**Run 1: M1 wires**

Scale bar: 20 um. Supply wires on this layer in grey.
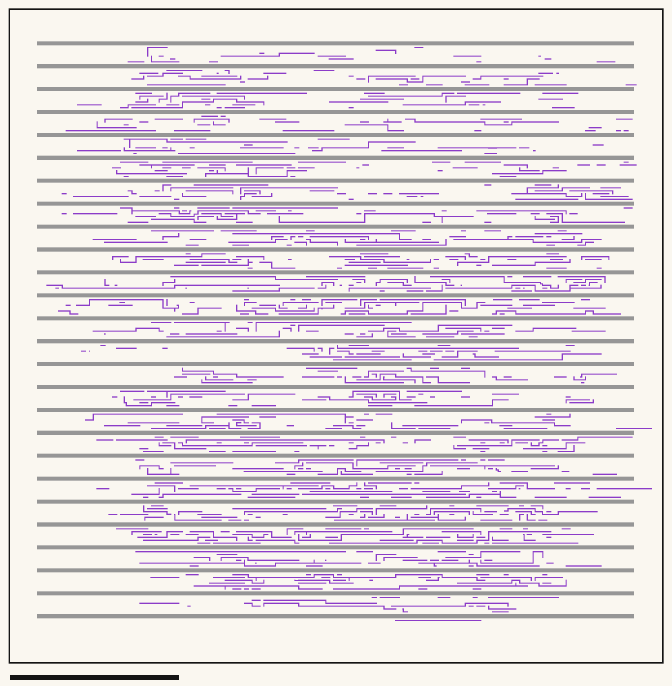
**Run 1: signal wires on met2**

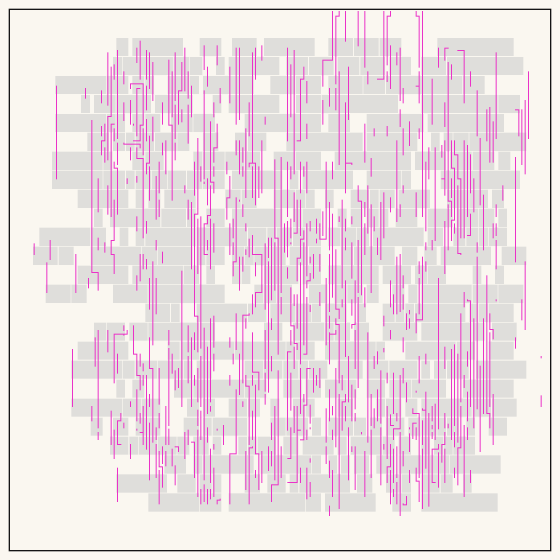
**Run 1: met3 routing**

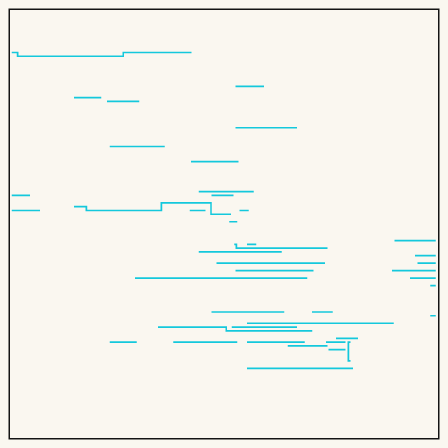
**Run 1: placement by cell class**

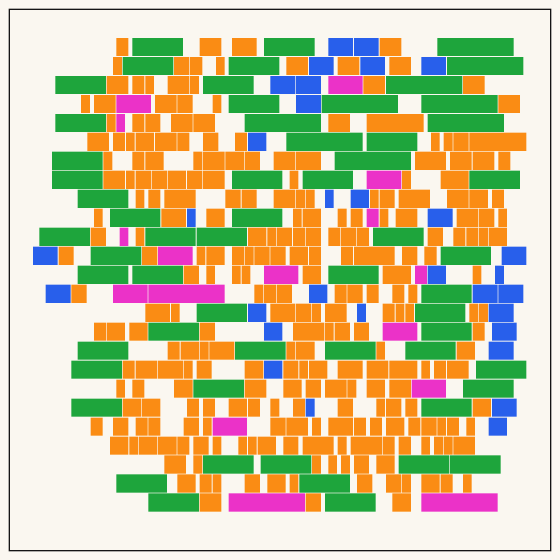
==> config.mk <==
export PLATFORM = sky130hd
export DESIGN_NAME = ps2_host_tx_flat
export DESIGN_NICKNAME = d
export VERILOG_FILES = /design/src/rtl/ps2_host_tx_if.sv /design/src/rtl/ps2_host_tx.sv /design/src/flat_wrapper.sv
export SDC_FILE = /design/constraint.sdc
export NUM_CORES = 1
export LEC_CHECK = 0
export CAP_MARGIN = 20
export CORE_MARGIN = 3
export CORE_UTILIZATION = 59
export DETAILED_ROUTE_END_ITERATION = 7
export GPL_TIMING_DRIVEN = 1
export PLACE_DENSITY = 0.82
export RECOVER_POWER = 100
export SLEW_MARGIN = 0
export SYNTH_ARGS = -nofsm -noshare
export SYNTH_HDL_FRONTEND = slang
export SYNTH_SLANG_ARGS = --single-unit
==> constraint.sdc <==
create_clock -name clk -period 2.6 [get_ports clk]
set_input_delay 0.26 -clock clk [delete_from_list [all_inputs] [get_ports clk]]
set_output_delay 0.26 -clock clk [all_outputs]
set_load 0.02 [all_outputs]
==> src/rtl/ps2_host_tx_if.sv <==
// ps2_host_tx_if
// Command handshake between a caller and the PS/2 host transmitter.
//   tx_data  : command byte, sampled on the accepting edge
//   tx_valid : request; accepted on an edge where tx_valid & tx_ready
//   tx_ready : transmitter idle and able to take a byte
//   busy     : a frame is in progress
//   tx_done  : one-cycle pulse, frame sent and ACK received
//   tx_err   : one-cycle pulse, missing ACK or timeout
// master = caller side, slave = transmitter side.
`timescale 1ns/1ps
interface ps2_host_tx_if;
  logic [7:0] tx_data;
  logic       tx_valid;
  logic       tx_ready;
  logic       busy;
  logic       tx_done;
  logic       tx_err;

  modport master (output tx_data, tx_valid,
                  input  tx_ready, busy, tx_done, tx_err);
  modport slave  (input  tx_data, tx_valid,
                  output tx_ready, busy, tx_done, tx_err);
endinterface

==> src/rtl/ps2_host_tx.sv <==
// ps2_host_tx
// Host-to-device PS/2 transmitter. Sends one command byte per request using
// the host request sequence: clock inhibit, request-to-send, shifting data on
// device clock falls (LSB first, odd parity, stop), then the device ACK check.
// Pad outputs are open-drain enables: 1 pulls the line low.
// Ports:
//   clk         : system clock
//   rst         : synchronous reset, active low
//   ps2_clk_i   : raw PS/2 clock pad level (asynchronous)
//   ps2_data_i  : raw PS/2 data pad level (asynchronous)
//   ps2_clk_oe  : 1 = drive PS/2 clock low
//   ps2_data_oe : 1 = drive PS/2 data low
//   tx          : command handshake (ps2_host_tx_if.slave)
`timescale 1ns/1ps
module ps2_host_tx #(
  parameter int INHIBIT_CYCLES = 5000,
  parameter int TIMEOUT_CYCLES = 750000
) (
  input  logic         clk,
  input  logic         rst,
  input  logic         ps2_clk_i,
  input  logic         ps2_data_i,
  output logic         ps2_clk_oe,
  output logic         ps2_data_oe,
  ps2_host_tx_if.slave tx
);

  localparam int INH_W = $clog2(INHIBIT_CYCLES + 1);
  localparam int TO_W  = $clog2(TIMEOUT_CYCLES + 1);
  localparam logic [INH_W-1:0] INH_LAST = INH_W'(INHIBIT_CYCLES - 1);
  localparam logic [TO_W-1:0]  TO_LAST  = TO_W'(TIMEOUT_CYCLES);

  typedef enum logic [2:0] {
    S_IDLE, S_INHIBIT, S_REQ, S_SEND, S_ACK, S_WAIT_REL
  } state_t;

  function automatic logic odd_parity(input logic [7:0] d);
    return ~^d;
  endfunction

  logic             r_clk_s1, r_clk_s2, r_clk_hist;
  logic             r_dat_s1, r_dat_s2;
  state_t           r_state, w_state_nxt;
  logic [8:0]       r_shift, w_shift_nxt;
  logic [3:0]       r_fall_cnt, w_fall_nxt;
  logic [INH_W-1:0] r_inh_cnt, w_inh_nxt;
  logic [TO_W-1:0]  r_to_cnt, w_to_nxt;
  logic             r_clk_oe, w_clk_oe_nxt;
  logic             r_data_oe, w_data_oe_nxt;
  logic             r_done, w_done_nxt;
  logic             r_err, w_err_nxt;

  logic       w_fall;
  logic [3:0] w_fall_inc;
  logic       w_ready;
  logic       w_accept;
  logic       w_timed;

  // Synchroniser stage: two flops per pad plus a clock history flop
  always_ff @(posedge clk) begin
    if (!rst) begin
      r_clk_s1   <= 1'b1;
      r_clk_s2   <= 1'b1;
      r_clk_hist <= 1'b1;
      r_dat_s1   <= 1'b1;
      r_dat_s2   <= 1'b1;
    end else begin
      r_clk_s1   <= ps2_clk_i;
      r_clk_s2   <= r_clk_s1;
      r_clk_hist <= r_clk_s2;
      r_dat_s1   <= ps2_data_i;
      r_dat_s2   <= r_dat_s1;
    end
  end

  assign w_fall     = r_clk_hist & ~r_clk_s2;
  assign w_fall_inc = r_fall_cnt + 4'd1;
  // The cycle carrying a done/err pulse is already IDLE but not yet ready,
  // so a new byte can only be taken once the pulse has gone.
  assign w_ready    = (r_state == S_IDLE) & ~r_done & ~r_err;
  assign w_accept   = tx.tx_valid & w_ready;
  assign w_timed    = (r_state == S_SEND) || (r_state == S_ACK) ||
                      (r_state == S_WAIT_REL);

  // Control stage: state, counters and registered pad enables
  always_ff @(posedge clk) begin
    if (!rst) begin
      r_state    <= S_IDLE;
      r_fall_cnt <= '0;
      r_inh_cnt  <= '0;
      r_to_cnt   <= '0;
      r_clk_oe   <= 1'b0;
      r_data_oe  <= 1'b0;
      r_done     <= 1'b0;
      r_err      <= 1'b0;
    end else begin
      r_state    <= w_state_nxt;
      r_fall_cnt <= w_fall_nxt;
      r_inh_cnt  <= w_inh_nxt;
      r_to_cnt   <= w_to_nxt;
      r_clk_oe   <= w_clk_oe_nxt;
      r_data_oe  <= w_data_oe_nxt;
      r_done     <= w_done_nxt;
      r_err      <= w_err_nxt;
    end
    r_shift <= w_shift_nxt;
  end

  always_comb begin
    w_state_nxt   = r_state;
    w_shift_nxt   = r_shift;
    w_fall_nxt    = r_fall_cnt;
    w_inh_nxt     = r_inh_cnt;
    w_to_nxt      = r_to_cnt;
    // Pad clock enable lags the state by one cycle so the inhibit window
    // starts on the edge after acceptance.
    w_clk_oe_nxt  = (r_state == S_INHIBIT) || (r_state == S_REQ);
    w_data_oe_nxt = r_data_oe;
    w_done_nxt    = 1'b0;
    w_err_nxt     = 1'b0;

    case (r_state)
      S_IDLE: begin
        w_data_oe_nxt = 1'b0;
        if (w_accept) begin
          w_shift_nxt = {odd_parity(tx.tx_data), tx.tx_data};
          w_fall_nxt  = '0;
          w_to_nxt    = '0;
          w_inh_nxt   = '0;
          w_state_nxt = S_INHIBIT;
        end
      end
      S_INHIBIT: begin
        w_data_oe_nxt = 1'b0;
        if (r_inh_cnt == INH_LAST) w_state_nxt = S_REQ;
        else                       w_inh_nxt   = r_inh_cnt + 1'b1;
      end
      S_REQ: begin
        w_data_oe_nxt = 1'b1;  // start bit
        w_state_nxt   = S_SEND;
      end
      S_SEND: begin
        if (w_fall) begin
          w_fall_nxt = w_fall_inc;
          if (w_fall_inc == 4'd10) begin
            w_data_oe_nxt = 1'b0;  // stop bit: release the line
            w_state_nxt   = S_ACK;
          end else begin
            // Fall n presents shift bit n-1, i.e. the pre-increment count.
            w_data_oe_nxt = ~r_shift[r_fall_cnt];
          end
        end
      end
      S_ACK: begin
        if (w_fall) begin
          w_fall_nxt = w_fall_inc;
          if (!r_dat_s2) begin
            w_state_nxt = S_WAIT_REL;
          end else begin
            w_err_nxt   = 1'b1;
            w_state_nxt = S_IDLE;
          end
        end
      end
      S_WAIT_REL: begin
        if (r_clk_s2 && r_dat_s2) begin
          w_done_nxt  = 1'b1;
          w_state_nxt = S_IDLE;
        end
      end
      default: w_state_nxt = S_IDLE;
    endcase

    // Timeout overrides anything the device did in the same cycle.
    if (w_timed) begin
      if (r_to_cnt == TO_LAST) begin
        w_state_nxt   = S_IDLE;
        w_data_oe_nxt = 1'b0;
        w_done_nxt    = 1'b0;
        w_err_nxt     = 1'b1;
      end else begin
        w_to_nxt = r_to_cnt + 1'b1;
      end
    end
  end

  assign ps2_clk_oe  = r_clk_oe;
  assign ps2_data_oe = r_data_oe;
  assign tx.tx_ready = w_ready;
  assign tx.busy     = (r_state != S_IDLE);
  assign tx.tx_done  = r_done;
  assign tx.tx_err   = r_err;

endmodule

==> src/flat_wrapper.sv <==
// flat-port wrapper written by rule: the top's interface ports become plain ports
module ps2_host_tx_flat 
#(
  parameter int INHIBIT_CYCLES = 5000,
  parameter int TIMEOUT_CYCLES = 750000
)
  (clk, rst, ps2_clk_i, ps2_data_i, ps2_clk_oe, ps2_data_oe, tx_tx_data, tx_tx_valid, tx_tx_ready, tx_busy, tx_tx_done, tx_tx_err);
  ps2_host_tx_if tx_i ();
  input  logic clk;
  input  logic rst;
  input  logic ps2_clk_i;
  input  logic ps2_data_i;
  output logic ps2_clk_oe;
  output logic ps2_data_oe;
  input wire logic [$bits(tx_i.tx_data)-1:0] tx_tx_data;
  input wire logic [$bits(tx_i.tx_valid)-1:0] tx_tx_valid;
  output wire logic [$bits(tx_i.tx_ready)-1:0] tx_tx_ready;
  output wire logic [$bits(tx_i.busy)-1:0] tx_busy;
  output wire logic [$bits(tx_i.tx_done)-1:0] tx_tx_done;
  output wire logic [$bits(tx_i.tx_err)-1:0] tx_tx_err;
  assign tx_i.tx_data = tx_tx_data;
  assign tx_i.tx_valid = tx_tx_valid;
  assign tx_tx_ready = tx_i.tx_ready;
  assign tx_busy = tx_i.busy;
  assign tx_tx_done = tx_i.tx_done;
  assign tx_tx_err = tx_i.tx_err;
  ps2_host_tx #(.INHIBIT_CYCLES(INHIBIT_CYCLES), .TIMEOUT_CYCLES(TIMEOUT_CYCLES)) u_core (.clk(clk), .rst(rst), .ps2_clk_i(ps2_clk_i), .ps2_data_i(ps2_data_i), .ps2_clk_oe(ps2_clk_oe), .ps2_data_oe(ps2_data_oe), .tx(tx_i));
endmodule
==> flow_summary_export.csv, run 1 <==
group,metric,value,unit
pwr,power_combinational,0.132,mW
worst_setup_path,worst_setup_startpoint,"u_core.r_state[1]$_SDFF_PN0_",
pwr,power_sequential,0.939,mW
detailed_routing,top_metal_layer_carrying_routed_signals,"met4",
synth,synth.cells.most_frequent,"49 x dfxtp_1, 35 x nand2_1, 25 x nor2_1",
clock_network,worst_skew_pair.late_latency,340,ps
synth,mux_area_share,2.50,%
worst_setup_path,reg2reg_to,"u_core.r_shift[8]$_DFFE_PP_",
global_routing,grt_first_pass_wirelength,11200,um
global_routing,met2_use_gr,34.4,%
clock_network,postCtsResizedCells,0,
worst_setup_path,worst_path_dominant_cell_family,"simple AND/OR/NAND/NOR gates",
pwr,share_seq_of_total_power,45.9,%
clock_network,cts_made_buffers,9,
synth,post_synth_num_cell_types,64,
detailed_routing,antenna_left,0,
worst_setup_path,path_cells,"or3_1 > or4_1 > clkinvlp_2 > clkbuf_1",
floorplan,placementRows,25,
synth,syn_std_cell_area,3010,sq um
clock_network,post_cts_hold_buffer_count,0,
global_routing,gr-total-overflow,0,
run,max_cap_viol_count,0,
synth,most_common_cell,"dfxtp_1",
worst_setup_path,crit_slowest_cell,"or4_1",
clock_network,tritoncts,"done",
synth,synth-area-yosys,3010,sq um
place,gp_routability_congestion,0.951,
clock_network,clock_sink_count,58,
worst_setup_path,cp_num_cells,4,
synth,area_share_of_the_leading_cell_type_in_the_synthesized_netlist,32.6,%
detailed_routing,drtPass1Iterations,4,
floorplan,die_h,77.4,um
pwr,power_clock,0.976,mW
worst_setup_path,critical_register_to_register_path_startpoint,"u_core.r_state[1]$_SDFF_PN0_",
synth,ys.flops,58,
worst_setup_path,critPathBufInv,2,
synth,logic_family,"simple AND/OR/NAND/NOR gates",
synth,ff_type,"dfxtp_1",
status,status,"completed",
pwr,leakage,1.18,nW
place,pre_cts_ws,298,ps
floorplan,core,4820,sq um
place,dpl.hpwl,4660,um
## Picture notes: 'M1 wires'
- wire length on this layer: 3,140 um
- main direction: horizontal
- nets with wire on the layer: 359
met1 demand-to-capacity share in global routing: 33.0%
total wire length after detailed routing: 6530 um

## Picture notes: 'signal wires on met2'
- nets with wire on the layer: 324
- longest straight run: 29.4 um
- share of all routed wire: 45%
- wire length on this layer: 2,910 um
- main direction: vertical

## Picture notes: 'met3 routing'
- longest straight run: 30.8 um
- main direction: horizontal
grt met3 use: 5.92%
number of vias in the routed layout: 2,599

## Picture notes: 'placement by cell class'
- green: sequential cells (cells 58; share of their area 37%)
- magenta: clock drivers and dummy loads (cells 16; share of their area 6.8%)
- orange: combinational and other logic (cells 263; share of their area 49%)
- blue: remaining buffers and delay cells (cells 31; share of their area 7.6%)

[run 1: per-stage QoR]
| step | total power [mW] | instances | util (%) | area (sq um) | hold WS [ps] |
|---|---|---|---|---|---|
| after global placement | 1.09 | 419 | 68.3 | 3290 | 389 |
| after global routing | 2.12 | 435 | 72.6 | 3500 | 422 |
| after CTS | 2.07 | 435 | 73.1 | 3520 | 406 |
| after floorplan | 1.04 | 335 | - | 3010 | 359 |
| final | 2.05 | 435 | 72.6 | 3500 | 406 |
| after detailed placement | 1.10 | 419 | 68.3 | 3290 | 391 |
[run 1: registers in the layout, indices dropped and copies added, names as in the netlist]
register,count
u_core.r_dat_s2,1
u_core.r_shift,9
u_core.r_to_cnt,20
u_core.r_clk_s2,1
u_core.ps2_clk_oe,1
u_core.r_clk_hist,1
u_core.r_state,3
u_core.r_dat_s1,1
u_core.tx.tx_done,1
u_core.r_fall_cnt,4
u_core.r_clk_s1,1
u_core.tx.tx_err,1
u_core.ps2_data_oe,1
u_core.r_inh_cnt,13
[run 1: layout make-up]
class	count	share of cell area, %
Clock buffer	9	3.54
Multi-Input combinational cell	251	46.5
Timing Repair Buffer	31	7.40
Inverter	12	1.32
Clock inverter	7	3.08
Sequential cell	58	35.8
Tap cell	67	2.40
[run 1: placed cells by master (no fill, tap or decap), types with 5 or more instances in the layout]
cell type	n
or3_1	5
clkbuf_1	5
a211oi_1	5
nor4_1	5
o21ai_0	13
and3_1	7
clkbuf_8	9
xnor2_1	10
dfxtp_1	49
edfxtp_1	9
ha_1	5
a21oi_1	16
inv_1	11
o211ai_1	6
nor2_1	26
nand2_1	35
nand2b_1	8
o31ai_1	5
nand3_1	16
or4_1	11
buf_4	8
dlygate4sd3_1	15
nand4_1	8
xor2_1	8
==> inputs of run 2 (changes only) <==
--- a/config.mk
+++ b/config.mk
@@ -6,11 +6,13 @@
 export NUM_CORES = 1
 export LEC_CHECK = 0
 export CAP_MARGIN = 20
+export CELL_PAD_IN_SITES_DETAIL_PLACEMENT = 0
+export CELL_PAD_IN_SITES_GLOBAL_PLACEMENT = 2
 export CORE_MARGIN = 3
-export CORE_UTILIZATION = 59
+export CORE_UTILIZATION = 31
 export DETAILED_ROUTE_END_ITERATION = 7
 export GPL_TIMING_DRIVEN = 1
-export PLACE_DENSITY = 0.82
+export PLACE_DENSITY = 0.71
 export RECOVER_POWER = 100
 export SLEW_MARGIN = 0
 export SYNTH_ARGS = -nofsm -noshare
**Run 2: signal wires on met2**

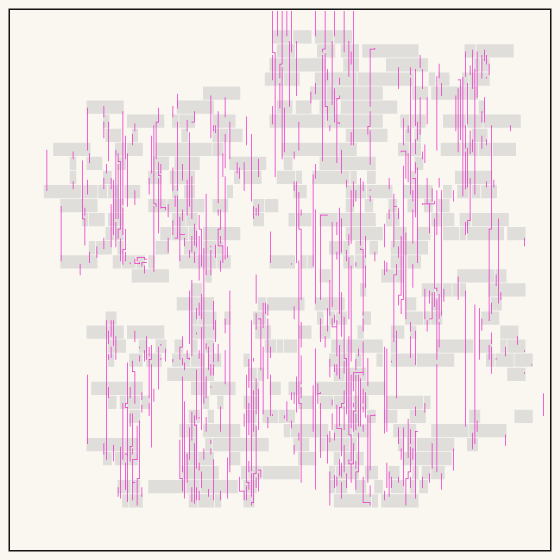
- longest straight run: 35.0 um
- nets with wire on the layer: 302
- wire length on this layer: 3,090 um
- share of all routed wire: 43%
- main direction: vertical

==> flow_summary_export.csv, run 2 <==
group,metric,value,unit
floorplan,die_h,104,um
global_routing,grt.met3_usage,3.48,%
detailed_routing,detailroute.via_count,2531,
clock_network,clock_sink_count,58,
synth,synth-area-yosys,3010,sq um
global_routing,gr-total-overflow,0,
layout,mostFrequentLayoutCell,"dfxtp_1",
clock_network,postCtsResizedCells,0,
global_routing,grt_first_pass_wirelength,12400,um
status,status,"completed",
global_routing,globalRouteMet1Util,20.8,%
synth,post_synth_num_cell_types,64,
timing,worst_hold_slack,427,ps
layout,finish.utilization,38.3,%
clock_network,cts_made_buffers,9,
clock_network,worst_skew_pair.late_latency,340,ps
synth,area_share_of_the_leading_cell_type_in_the_synthesized_netlist,32.6,%
synth,most_common_cell,"dfxtp_1",
worst_setup_path,crit_slowest_cell,"or4_4",
synth,ys.flops,58,
place,dpl.hpwl,5140,um
layout,max_reg_flops,20,
floorplan,core,9330,sq um
run,max_cap_viol_count,0,
detailed_routing,antenna_left,0,
worst_setup_path,criticalPathCategory,"reg -> reg",
worst_setup_path,path_cells,"inv_1 > ha_1 > or4b_1 > or4_4 > o22ai_1 > buf_4 > nand2_2 > o221ai_1",
synth,syn_std_cell_area,3010,sq um
global_routing,met2_use_gr,19.7,%
place,gp_routability_congestion,0.770,
layout,max_flop_register,"u_core.r_to_cnt",
layout,layout_top_registers,"u_core.r_to_cnt: 20 flops, u_core.r_inh_cnt: 13 flops, u_core.r_shift: 9 flops",
layout,layout.cells.most_common_list,"49 x dfxtp_1, 35 x nand2_1, 26 x nor2_1, 16 x a21oi_1, 16 x nand3_1",
detailed_routing,totalWireLength,7270,um
detailed_routing,drtPass1Iterations,4,
-- run 2: cell counts after synthesis --
Identical to the previous run, type by type.
-- run 2: worst paths after layout --
kind	endpoint	from	depth (start not counted)	slack [ps]
min reg2reg	u_core.r_clk_s2$_SDFF_PN1_	u_core.r_clk_s1$_SDFF_PN1_	1	430
max reg2reg	u_core.r_to_cnt[11]$_SDFF_PN0_	u_core.r_to_cnt[0]$_SDFF_PN0_	8	200
max	u_core.r_to_cnt[11]$_SDFF_PN0_	u_core.r_to_cnt[0]$_SDFF_PN0_	8	200
min	u_core.r_clk_s2$_SDFF_PN1_	u_core.r_clk_s1$_SDFF_PN1_	1	430
-- run 2: through the flow --
stage | worst slack, ps | instance area, sq um | cells
6_report | 203 | 3570 | 499
3_3_place_gp | 267 | 3380 | 483
4_1_cts | 226 | 3600 | 499
2_1_floorplan | 401 | 3010 | 335
5_1_grt | 42.5 | 3570 | 499
3_5_place_dp | 255 | 3380 | 483
-- run 2: logic make-up after synthesis --
group | share of synthesized area [%]
AOI/OAI and AO/OA | 16.4
xor gates and xnor gates | 5.24
adders and majority gates | 2.08
buffers and inverters | 4.08
DFF | 41.6
muxes | 2.50
and+or+nand+nor | 28.0
-- run 2: where the power goes --
group | total (mW) | internal, mW | switching [mW]
logic | 0.135 | 0.0565 | 0.0785
clock network | 0.930 | 0.537 | 0.392
registers | 0.940 | 0.932 | 0.00831
-- run 2: final cells by class --
cell class                 count  area [sq um]
fill                         983          5760
timing repair buffer          33           272
clock buffer                   9           124
sequential                    58          1250
clock inverter                 7          93.8
inverter                      12          46.3
multi-input combinational    251          1620
tap                          129           161
-- run 2: critical path, delay by kind of cell (launching register included) --
kind            cells  cell delay, ps
simple gates        3            1160
flops               1             350
buf+inv             2             340
compound gates      2             330
fa+ha+maj           1             140
**Run 2: placement by cell class**

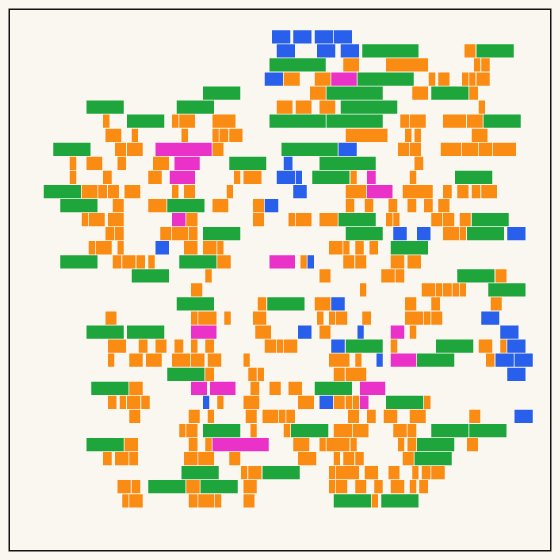

==> inputs of run 3 (changes only) <==
--- a/config.mk
+++ b/config.mk
@@ -9,10 +9,10 @@
 export CELL_PAD_IN_SITES_DETAIL_PLACEMENT = 0
 export CELL_PAD_IN_SITES_GLOBAL_PLACEMENT = 2
 export CORE_MARGIN = 3
-export CORE_UTILIZATION = 31
+export CORE_UTILIZATION = 37
 export DETAILED_ROUTE_END_ITERATION = 7
 export GPL_TIMING_DRIVEN = 1
-export PLACE_DENSITY = 0.71
+export PLACE_DENSITY = 0.82
 export RECOVER_POWER = 100
 export SLEW_MARGIN = 0
 export SYNTH_ARGS = -nofsm -noshare
**Run 3: placement by cell class**

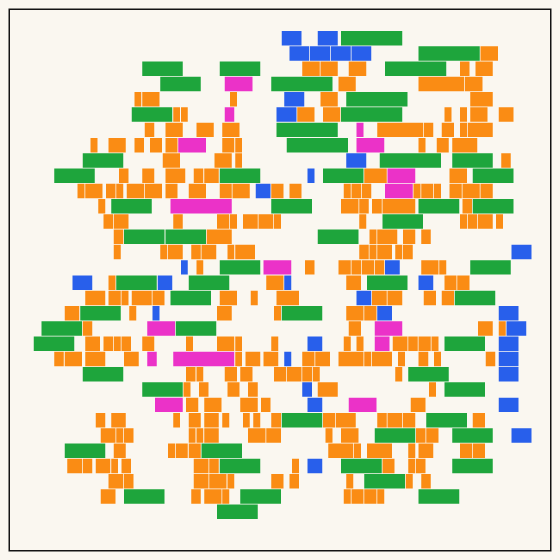
- magenta: clock drivers and dummy loads (cells 16; share of their area 6.4%)
- green: sequential cells (cells 58; share of their area 37%)
- orange: combinational and other logic (cells 263; share of their area 49%)
- blue: remaining buffers and delay cells (cells 33; share of their area 8.0%)
Seq/total area: 35.3%
Final Cell Area: 3540 sq um
Post-Route Utilization: 45.4%

==> flow_summary_export.csv, run 3 <==
group,metric,value,unit
worst_setup_path,worst_setup_startpoint,"u_core.r_to_cnt[0]$_SDFF_PN0_",
pwr,pwr-share-clk,46.4,%
synth,most_common_cell,"dfxtp_1",
layout,max_flop_register,"u_core.r_to_cnt",
synth,post_synth_num_cell_types,64,
detailed_routing,totalWireLength,7070,um
clock_network,worst_skew_pair.late_latency,340,ps
global_routing,globalRouteMet1Util,23.6,%
hold_path,worst_hold_startpoint,"u_core.r_clk_s1$_SDFF_PN1_",
detailed_routing,antenna_left,0,
detailed_routing,drtPass1Iterations,4,
layout,layout_top_registers,"u_core.r_to_cnt: 20 flops, u_core.r_inh_cnt: 13 flops, u_core.r_shift: 9 flops",
synth,simple_gate_area_share,28.0,%
clock_network,postCtsResizedCells,0,
worst_setup_path,regToRegSetupSlack,200,ps
worst_setup_path,path_cells,"inv_1 > ha_1 > or4b_1 > or4_1 > o22ai_2 > clkbuf_2 > nor4_1 > mux2i_1",
place,pre_cts_ws,263,ps
global_routing,grt.met3_usage,4.22,%
layout,fin_cells,472,
synth,yosys.area_share.xor_xnor,5.24,%
layout,mostFrequentLayoutCell,"dfxtp_1",
pwr,share_seq_of_total_power,47.0,%
run,max_cap_viol_count,0,
place,gp_routability_congestion,0.821,
synth,fa_ha_area_share,2.08,%
timing,worst_hold_slack,429,ps
status,status,"completed",
synth,area_share_of_the_leading_cell_type_in_the_synthesized_netlist,32.6,%
place,dp.cells,456,
synth,ys.flops,58,
worst_setup_path,critical_register_to_register_path_startpoint,"u_core.r_to_cnt[0]$_SDFF_PN0_",
synth,syn_std_cell_area,3010,sq um
layout,layout.cells.most_common_list,"49 x dfxtp_1, 35 x nand2_1, 26 x nor2_1, 16 x a21oi_1, 16 x nand3_1",
pwr,switching_power,0.451,mW
timing,timing.final.ws_setup,197,ps
synth,logic_family,"simple AND/OR/NAND/NOR gates",
==> run 3: critical path: cells and delay by family (launching register included) <==
kind / cells / cell delay, ps
adder cells (fa/ha/maj): 1 / 150
AND/OR/NAND/NOR: 3 / 1150
flip-flops: 1 / 350
buffers and inverters: 2 / 360
multiplexers: 1 / 120
AND-OR/OR-AND: 1 / 150
==> run 3: final timing paths <==
kind | endpoint | cells past startpoint
setup reg to reg | u_core.r_to_cnt[19]$_SDFF_PN0_ | 8
setup / recovery | u_core.r_to_cnt[19]$_SDFF_PN0_ | 8
hold / removal | u_core.r_clk_s2$_SDFF_PN1_ | 1
hold reg to reg | u_core.r_clk_s2$_SDFF_PN1_ | 1
==> run 3: cell families (layout without fill, tap and decap cells) <==
family          after synthesis  count (layout)
compound gates               71              71
xor+xnor                     18              18
fa+ha+maj                     5               5
buf+inv                      26              61
flops                        58              58
mux                           5               5
simple gates                152             152
==> run 3: final cells by class <==
cell class | instances | area [sq um]
Multi-Input combinational cell | 251 | 1630
Fill cell | 800 | 4270
Inverter | 12 | 46.3
Sequential cell | 58 | 1250
Tap cell | 102 | 128
Clock inverter | 5 | 77.6
Clock buffer | 11 | 141
Timing Repair Buffer | 33 | 272
==> run 3: power groups by stage <==
stage / Clock (mW) / Combinational, mW / Sequential, mW
2_1_floorplan: 0 / 0.0818 / 0.959
3_3_place_gp: 0 / 0.140 / 0.961
3_5_place_dp: 0 / 0.142 / 0.961
4_1_cts: 0.964 / 0.142 / 0.940
5_1_grt: 0.996 / 0.145 / 0.942
6_report: 0.928 / 0.133 / 0.941
Power and IR drop assume default switching activity.
